File: config.mk
export PLATFORM = sky130hd
export DESIGN_NAME = serial_comparator
export DESIGN_NICKNAME = d
export VERILOG_FILES = /design/src/rtl/serial_comparator.sv
export SDC_FILE = /design/constraint.sdc
export NUM_CORES = 1
export LEC_CHECK = 0
export CORE_AREA = 5 5 60 62
export CTS_CLUSTER_SIZE = 20
export DETAILED_ROUTE_END_ITERATION = 8
export DIE_AREA = 0 0 65 67
export PLACE_DENSITY_LB_ADDON = 0.2
export SLEW_MARGIN = 20
export SYNTH_ARGS = -nofsm -noshare
export SYNTH_HDL_FRONTEND = slang
export SYNTH_SLANG_ARGS = --single-unit
File: constraint.sdc
create_clock -name clk -period 1.59 [get_ports clk]
set_input_delay 0.3975 -clock clk [delete_from_list [all_inputs] [get_ports clk]]
set_output_delay 0.3975 -clock clk [all_outputs]
set_load 0.1 [all_outputs]
File: src/rtl/serial_comparator.sv
// Bit-serial WIDTH-bit magnitude comparator, MSB-first, one bit per clock.
// Unsigned or two's-complement compare, with optional early exit on the first differing bit.
module serial_comparator #(
    parameter int WIDTH      = 8,
    parameter bit EARLY_EXIT = 1'b0
) (
    input  logic             clk,
    input  logic             rst_n,
    input  logic             start,
    input  logic             signed_mode,
    input  logic [WIDTH-1:0] a,
    input  logic [WIDTH-1:0] b,
    output logic             busy,
    output logic             done,
    output logic             smaller,
    output logic             equal,
    output logic             greater
);
    localparam int IW = (WIDTH > 2) ? $clog2(WIDTH) : 1;

    typedef enum logic [0:0] {
        ST_IDLE  = 1'b0,
        ST_SHIFT = 1'b1
    } state_t;

    // One-bit decision, returned as {lt, gt}; at the signed MSB a 1 marks the smaller operand.
    function automatic logic [1:0] bit_decide(input logic a_bit, input logic b_bit, input logic sign_bit);
        logic [1:0] dec;
        if (a_bit == b_bit) begin
            dec = 2'b00;
        end else if (sign_bit) begin
            dec = a_bit ? 2'b10 : 2'b01;
        end else begin
            dec = a_bit ? 2'b01 : 2'b10;
        end
        return dec;
    endfunction

    state_t            r_state, w_state_nxt;
    logic [WIDTH-1:0]  r_a, r_b, w_a_nxt, w_b_nxt;
    logic              r_signed, w_signed_nxt;
    logic [IW-1:0]     r_idx, w_idx_nxt;
    logic              r_lt, r_gt, w_lt_nxt, w_gt_nxt;
    logic              r_busy, r_done, r_smaller, r_equal, r_greater;
    logic              w_busy_nxt, w_done_nxt, w_smaller_nxt, w_equal_nxt, w_greater_nxt;
    logic [1:0]        w_dec;
    logic              w_lt, w_gt, w_last;

    // Running decision: the first differing bit fixes the result for the remaining steps.
    always_comb begin
        w_dec  = bit_decide(r_a[r_idx], r_b[r_idx], r_signed && (r_idx == IW'(WIDTH-1)));
        w_lt   = r_lt | (~r_lt & ~r_gt & w_dec[1]);
        w_gt   = r_gt | (~r_lt & ~r_gt & w_dec[0]);
        w_last = (r_idx == '0) || (EARLY_EXIT && (w_lt || w_gt));
    end

    // Next-state and next-output logic.
    always_comb begin
        w_state_nxt   = r_state;
        w_a_nxt       = r_a;
        w_b_nxt       = r_b;
        w_signed_nxt  = r_signed;
        w_idx_nxt     = r_idx;
        w_lt_nxt      = r_lt;
        w_gt_nxt      = r_gt;
        w_busy_nxt    = r_busy;
        w_done_nxt    = 1'b0;
        w_smaller_nxt = r_smaller;
        w_equal_nxt   = r_equal;
        w_greater_nxt = r_greater;
        case (r_state)
            ST_IDLE: begin
                if (start) begin
                    w_a_nxt      = a;
                    w_b_nxt      = b;
                    w_signed_nxt = signed_mode;
                    w_idx_nxt    = IW'(WIDTH-1);
                    w_lt_nxt     = 1'b0;
                    w_gt_nxt     = 1'b0;
                    w_busy_nxt   = 1'b1;
                    w_state_nxt  = ST_SHIFT;
                end else begin
                    w_busy_nxt   = 1'b0;
                end
            end
            ST_SHIFT: begin
                w_lt_nxt = w_lt;
                w_gt_nxt = w_gt;
                if (w_last) begin
                    w_state_nxt   = ST_IDLE;
                    w_busy_nxt    = 1'b0;
                    w_done_nxt    = 1'b1;
                    w_smaller_nxt = w_lt;
                    w_greater_nxt = w_gt;
                    w_equal_nxt   = ~(w_lt | w_gt);
                end else begin
                    w_idx_nxt     = r_idx - IW'(1);
                end
            end
            default: begin
                w_state_nxt = ST_IDLE;
                w_busy_nxt  = 1'b0;
            end
        endcase
    end

    // State and output registers with synchronous active-low reset.
    always_ff @(posedge clk) begin
        if (!rst_n) begin
            r_state   <= ST_IDLE;
            r_a       <= '0;
            r_b       <= '0;
            r_signed  <= 1'b0;
            r_idx     <= '0;
            r_lt      <= 1'b0;
            r_gt      <= 1'b0;
            r_busy    <= 1'b0;
            r_done    <= 1'b0;
            r_smaller <= 1'b0;
            r_equal   <= 1'b0;
            r_greater <= 1'b0;
        end else begin
            r_state   <= w_state_nxt;
            r_a       <= w_a_nxt;
            r_b       <= w_b_nxt;
            r_signed  <= w_signed_nxt;
            r_idx     <= w_idx_nxt;
            r_lt      <= w_lt_nxt;
            r_gt      <= w_gt_nxt;
            r_busy    <= w_busy_nxt;
            r_done    <= w_done_nxt;
            r_smaller <= w_smaller_nxt;
            r_equal   <= w_equal_nxt;
            r_greater <= w_greater_nxt;
        end
    end

    assign busy    = r_busy;
    assign done    = r_done;
    assign smaller = r_smaller;
    assign equal   = r_equal;
    assign greater = r_greater;
endmodule
==> GITHUB_STEP_SUMMARY, run 1 <==
### Metrics collected by this job

| Metric | Value |
|---|---|
| Run status | `finished clean` |
| Io pins | `25` |
| CTS tree | `built` |
| Leading cell types by total area after synthesis | `sky130_fd_sc_hd__dfxtp_1, sky130_fd_sc_hd__nand2_1, sky130_fd_sc_hd__a21boi_0` |
| Destination of the worst register-to-register timing path | `r_gt` |
| Launch instance of the worst min-delay path | `r_a[4]` |
| Post-Syn Instances | `152` |
| Detailed-route via count | `1133` |
| FFs w/ async S/R, synth | `0%` |
| Type of the worst min-delay path | `reg2reg` |
| Floorplan-stage core utilization | `45.0%` |
| Number of warnings in the stage logs | `29` |
| Setup slack of the worst register-to-register path | `9 ps` |
| Post-synthesis net count | `175` |
| Peak per-stage delay on the critical path | `550 ps` |
| Weighted congestion at the end of routability-driven global placement | `0.797` |
| Worst-path cell chain | `mux4_2 > mux2_4 > nand4_1 > nand3_1` |
| Maximum capacitance violations | `0` |
| Post-Route M1 WL | `1.25 mm` |
| Top post-synthesis cells by count | `sky130_fd_sc_hd__nand2_1, sky130_fd_sc_hd__dfxtp_1, sky130_fd_sc_hd__a21boi_0` |
| Fill count | `263` |
| Syn avg cell area | `8.82 µm²` |
| Startpoint class of the critical path | `flip-flop` |
| Setup repair after global routing missed its margin | `yes` |
| Endpoint, Worst Hold | `r_a[4]` |
| Setup Crit Path Kind | `reg2reg` |
| Worst reg2reg path startpoint | `r_idx[0]` |
| Highest achievable clock rate | `between 600 and 700 MHz` |
| Share of power burned in combinational logic | `25.1%` |
| Count of placed standard cells including taps | `207` |
| Most used cells in the layout excluding fill and tap cells | `sky130_fd_sc_hd__nand2_1, sky130_fd_sc_hd__dfxtp_1, sky130_fd_sc_hd__clkdlybuf4s50_1` |
| Largest type area fraction | `41.8%` |
| Reg power frac | `a little under half` |
| Largest registers in the final layout | `r_a (8), r_b (8), r_idx (3)` |
| Layout cells sized above 1 | `between 15 and 20%` |
| Nonclk buf count | `32` |
| Critical path startpoint | `r_idx[0]` |
| Largest net degree at the start of global routing | `19` |
| Arrival time of data at the critical path endpoint | `1810 ps` |
| Area delta synth->final | `31.3%` |
| Cell family contributing the most delay on the critical path | `multiplexers` |
| Setup tns final | `0 ps` |
| Logic family by area | `simple AND/OR/NAND/NOR gates` |
| Area of the multi-input gates | `743 µm²` |
| Cell area power density | `around 980 nW/µm²` |
| CTS max path bufs | `2` |
| Sort of element at the end of the critical path | `flip-flop` |
| Setup slack after layout | `about 9.4 ps` |
| Multi-input combinational gate total | `~110` |
| Total half-perimeter wirelength after legalization and detailed placement | `between 2 and 2.5 mm` |
| Cell internal pwr | `0.00122 W` |
| Met1 demand-to-capacity share in global routing | `16.5%` |
| Slew Limit Headroom | `68.5%` |
| Number of antenna diodes | `0` |
| Total global-route track usage | `14.1%` |
| Total combinational power | `approximately 0.00043 W` |
| Clock network contribution to total cell area | `roughly 3.0%` |
| Flop and latch count out of synthesis | `28` |
| Hold_ws | `464 ps` |
| Most frequently used cell type in the post-synthesis netlist | `sky130_fd_sc_hd__nand2_1` |
| Worst setup timing slack at the placement stage | `-122 ps` |
| Power in sequential cells | `slightly above 0.0008 W` |
| Max FO, Critical Path | `6` |
| Sequential cell area fraction in the yosys report | `41.8%` |
| Flip-flops | `28` |
| Cells on Worst Hold Path | `2` |
| Area of the die | `roughly 4400 µm²` |
| Multi-input combinational area share | `42.2%` |
| Final layout net count | `202` |
| Clock Sink Count | `28` |
| Post-synth EDFFs | `0` |
| Synth area leader | `sky130_fd_sc_hd__dfxtp_1` |
| Number of buffers inserted by port buffering | `24` |
| Post-synthesis xor/xnor area fraction | `0.653%` |
| Clock slew at the register clock pins of the worst setup and hold paths | `160 ps` |
| Capture point of the critical path | `r_gt` |
| Cell total in the yosys stat output | `approximately 150` |
| Number of buffers created by CTS | `3` |
### Power grid, run 1

Scale bar: 20 µm. Pins as bars on the die edge.
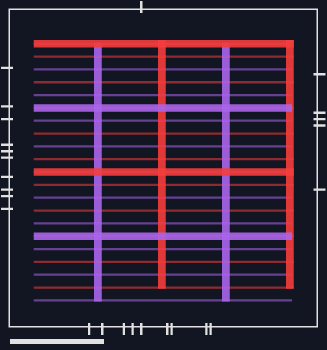
[purple] VSS
[red] VDD
rows: 20
met1 rails: 21
met4 straps: 4
signal pins: 25
met5 straps: 4
placeable core region: 2980 µm²
Die Span X: 65 µm
maximum VDD drop: 0.497 mV
vertical die size: 67 µm

### Cells colored by class, run 1

Fill, decap, tap and diode cells in gray.
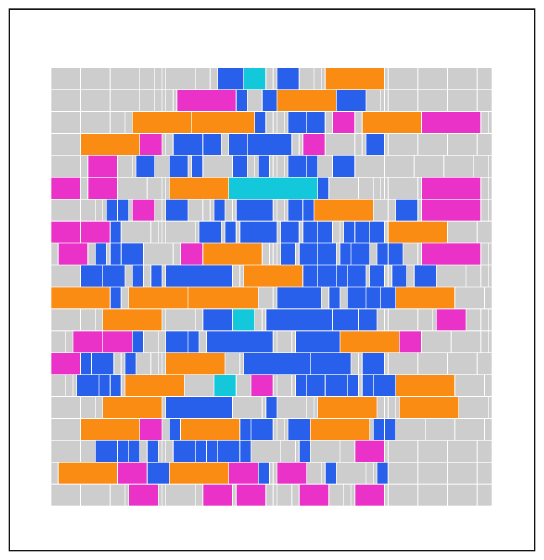
[magenta] other buffers and delay cells | cells: 32
[orange] flip-flops | cells: 28
[blue] all other logic | cells: 114
[cyan] clock drivers and dummy loads | cells: 4
number of standard-cell rows in the floorplan: 20
area of all placed cells without fillers: 1760 µm²
proportion of cell area occupied by registers: 32.1%

### Routed clock nets over the placement, run 1

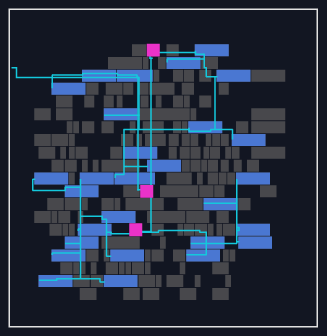
[cyan] clock wires | length: 358 µm
[magenta] cells driving clock nets | count: 3
[blue] flip-flops | count: 28
routed clock nets: 4
clock network power consumption: 0.000480 W
post-route clock skew: 6.54 ps
Clk Latency, worst-skew pair: 340 ps
Clock Power Share: 27.9%

### Wiring by layer, run 1

Scale bar: 20 µm. Two of the layers only.
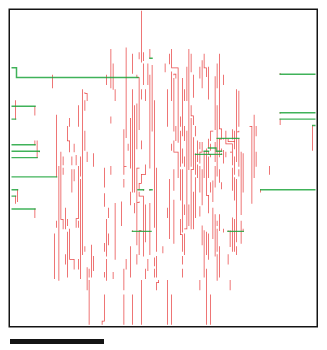
[green] met3 | wire length: 123 µm
[red] met2 | wire length: 1380 µm
total wire length: 2.81 mm
average wire length per cell after detail routing: 13.3 µm

--- run 2 (diff from run 1) ---
--- a/config.mk
+++ b/config.mk
@@ -5,6 +5,7 @@
 export SDC_FILE = /design/constraint.sdc
 export NUM_CORES = 1
 export LEC_CHECK = 0
+export ABC_CLOCK_PERIOD_IN_PS = 1590
 export CORE_AREA = 5 5 60 62
 export CTS_CLUSTER_SIZE = 20
 export DETAILED_ROUTE_END_ITERATION = 8
### Wiring by layer, run 2

Scale bar: 20 µm. Two of the layers only.
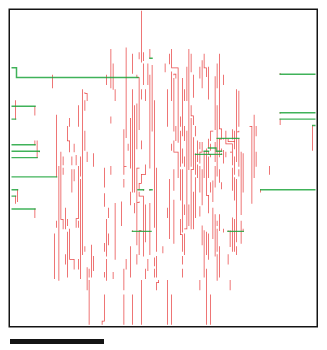
[green] met3 | wire length: 123 µm
[red] met2 | wire length: 1380 µm
total global-route track usage: 14.1%
detailed-route via count: 1133

==> run 2 against run 1 <==
  * Clock skew is the same
  * Area after synthesis unchanged
  * Core utilization unchanged
  * Critical endpoint unchanged
  * Largest cell class unchanged
==> GITHUB_STEP_SUMMARY, run 2 <==
### Metrics collected by this job

| Metric | Value |
|---|---|
| Worst-path cell chain | `mux4_2 > mux2_4 > nand4_1 > nand3_1` |
| Weighted congestion at the end of routability-driven global placement | `0.797 (unchanged)` |
| Warnings, synthesis | `0` |
| Multi-input combinational gate total | `112 (unchanged)` |
| Sequential cell area fraction in the yosys report | `41.8% (unchanged)` |
| Post-Syn Instances | `152 (unchanged)` |
| Post-route clock skew | `6.54 ps (unchanged)` |
| Logic family by area | `simple AND/OR/NAND/NOR gates` |
| Switching power as a share of total power | `between 20% and 30%` |
| Post-Route M1 WL | `1.25 mm (unchanged)` |
| Nonclk buf count | `32 (unchanged)` |
| Slew Limit Headroom | `68.5% (unchanged)` |
| Arrival time of data at the critical path endpoint | `1810 ps (about the same)` |
| Area of the die | `4360 µm² (unchanged)` |
| Multi-input combinational area share | `42.2% (unchanged)` |
| Area share of fa/ha/maj cells after synthesis | `under 10%` |
| Initial antenna violation count | `0` |
| Clock network contribution to total cell area | `2.99% (unchanged)` |
| Power in sequential cells | `0.000812 W (about the same)` |
| Final non-clock buffer share | `roughly a fifth` |
| Post-place instance area | `1690 µm²` |
| Run status | `finished clean` |
| Non-clock inverter total of the final layout | `2` |
| Global-route met3 utilization | `2.87%` |
| Met1 demand-to-capacity share in global routing | `16.5% (unchanged)` |
| Synth unique cells | `31` |
| Post-synthesis xor/xnor area fraction | `0.653% (unchanged)` |
| CTS tree | `built` |
| Average wire length per cell after detail routing | `13.3 µm (unchanged)` |
| Io pins | `25 (unchanged)` |
| Area of all placed cells without fillers | `1760 µm² (unchanged)` |
| Setup repair after global routing missed its margin | `yes` |
| Fill count | `263 (unchanged)` |
| Flip-flops | `28 (unchanged)` |
| Worst setup timing slack at the placement stage | `-122 ps (unchanged)` |
| Main flop type after synthesis | `sky130_fd_sc_hd__dfxtp_1` |
| Area of the synthesized netlist per yosys stat | `1340 µm²` |
| Cell family contributing the most delay on the critical path | `multiplexers` |
| Maximum capacitance violations | `0 (unchanged)` |
| Setup slack after layout | `9.45 ps (unchanged)` |
| Count of placed standard cells including taps | `207 (unchanged)` |
| Met2 routed wirelength | `1.38 mm` |
| Group drawing the most power | `registers` |
| Leading cell types by total area after synthesis | `sky130_fd_sc_hd__dfxtp_1, sky130_fd_sc_hd__nand2_1, sky130_fd_sc_hd__a21boi_0` |
| Fin crit period | `1580 ps` |
| CTS max path bufs | `2 (unchanged)` |
| Top layer reached by signal wires | `met4` |
| CP Depth | `4` |
| Number of nets still failing antenna checks after routing | `0` |
| Layout cells sized above 1 | `16.9% (unchanged)` |
| Setup slack of the worst register-to-register path | `9 ps (about the same)` |
| Type of the worst min-delay path | `reg2reg` |
| Post-synth EDFFs | `0 (unchanged)` |
| Cell internal pwr | `0.00122 W (unchanged)` |
| R2R cell count | `4` |
| Post-cts gate resize count | `3` |
| Final layout net count | `202 (unchanged)` |
| Crit path required time | `1820 ps` |
| Most utilized layer in the global route result | `met2` |
| Top post-synthesis cells by count | `sky130_fd_sc_hd__nand2_1, sky130_fd_sc_hd__dfxtp_1, sky130_fd_sc_hd__a21boi_0` |
| Peak per-stage delay on the critical path | `550 ps (about the same)` |
| Library cell used as clock root buffer | `sky130_fd_sc_hd__clkbuf_4` |
| Tap cells | `33` |
| Number of buffers created by CTS | `3 (unchanged)` |
| Sort of element at the end of the critical path | `flip-flop` |
| Multiplexer share of the synthesized area | `10.8%` |
| Syn avg cell area | `8.82 µm² (unchanged)` |
| Critical path startpoint | `r_idx[0]` |
| Setup Crit Path Kind | `reg2reg` |
| Synth area leader | `sky130_fd_sc_hd__dfxtp_1` |
| CP Buf/Inv Count | `0` |
| Largest registers in the final layout | `r_a (8), r_b (8), r_idx (3)` |
| Clk Latency, worst-skew pair | `340 ps (about the same)` |
| Area delta synth->final | `31.3% (unchanged)` |
| Launch instance of the worst min-delay path | `r_a[4]` |
| Total half-perimeter wirelength after legalization and detailed placement | `2.11 mm (unchanged)` |
| Number of standard-cell rows in the floorplan | `20 (unchanged)` |
| Most frequently used cell type in the post-synthesis netlist | `sky130_fd_sc_hd__nand2_1` |
| Cell leakage power | `0.695 nW` |
| Switching power summed over all nets | `0.000504 W` |
| Proportion of cell area occupied by registers | `32.1% (unchanged)` |
| Final core area utilization | `around 59%` |
| Cell area power density | `980 nW/µm² (unchanged)` |
| Reg power frac | `47.1% (about the same)` |
| First-pass detailed-route iteration total | `4` |
| Setup Viol. Count Final | `0` |
| Largest net degree at the start of global routing | `19 (unchanged)` |
| Clock buffer count | `3` |
| Footprint of the flip-flops and latches | `between 500 and 600 µm²` |
| Vertical die size | `67 µm (unchanged)` |
| Vias in the first global route | `1076` |
| Startpoint class of the critical path | `flip-flop` |
| Clock Power Share | `27.9% (about the same)` |
| Most used cells in the layout excluding fill and tap cells | `sky130_fd_sc_hd__nand2_1, sky130_fd_sc_hd__dfxtp_1, sky130_fd_sc_hd__clkdlybuf4s50_1` |
| Number of antenna diodes | `0 (unchanged)` |
| Setup tns final | `0 ps (unchanged)` |
| Cells on Worst Hold Path | `2 (unchanged)` |
| Post-synthesis net count | `175 (unchanged)` |
| Largest type area fraction | `41.8% (unchanged)` |
| Maximum VDD drop | `0.497 mV (unchanged)` |
| Number of buffers inserted by port buffering | `24 (unchanged)` |
| Hold_ws | `464 ps (unchanged)` |
| Area of the multi-input gates | `743 µm² (unchanged)` |
| Endpoint, Worst Hold | `r_a[4]` |
| Clock slew at the register clock pins of the worst setup and hold paths | `160 ps (about the same)` |
| Worst reg2reg path startpoint | `r_idx[0]` |
| Total standard cell area after synthesis | `about 1300 µm²` |
| Share of power burned in combinational logic | `25.1% (about the same)` |
| Number of warnings in the stage logs | `29 (unchanged)` |
| Flop and latch count out of synthesis | `28 (unchanged)` |
| And+or+nand+nor area frac | `24.1%` |
| Most frequently placed logic cell in the final layout | `sky130_fd_sc_hd__nand2_1` |
| Maximum level of the CTS H-tree | `1` |
| Highest achievable clock rate | `633 MHz (unchanged)` |
| Clock Sink Count | `28 (unchanged)` |
| Critical Path Slowest Stage Cell | `sky130_fd_sc_hd__mux4_2` |
| Total wire length | `2.81 mm (unchanged)` |
| Total combinational power | `0.000433 W (about the same)` |
| Capture point of the critical path | `r_gt` |
| FFs w/ async S/R, synth | `0% (unchanged)` |
| Number of setup buffers added after CTS | `0` |
| Clock network power consumption | `0.000480 W (about the same)` |
| Initial drt markers | `32` |
| Max FO, Critical Path | `6 (unchanged)` |
| Die Span X | `65 µm (unchanged)` |
| Floorplan-stage core utilization | `45.0% (unchanged)` |
| GR Overflow Total | `0` |
| Cell total in the yosys stat output | `152 (unchanged)` |
| Final routed DRC violation total | `0` |
| Destination of the worst register-to-register timing path | `r_gt` |
| Detailed route wirelength on metal3 | `123 µm` |
| Slew Limit Fails | `0` |
| Placeable core region | `2980 µm² (unchanged)` |
Power figures rest on the tool's default switching activity, not on a simulated workload.
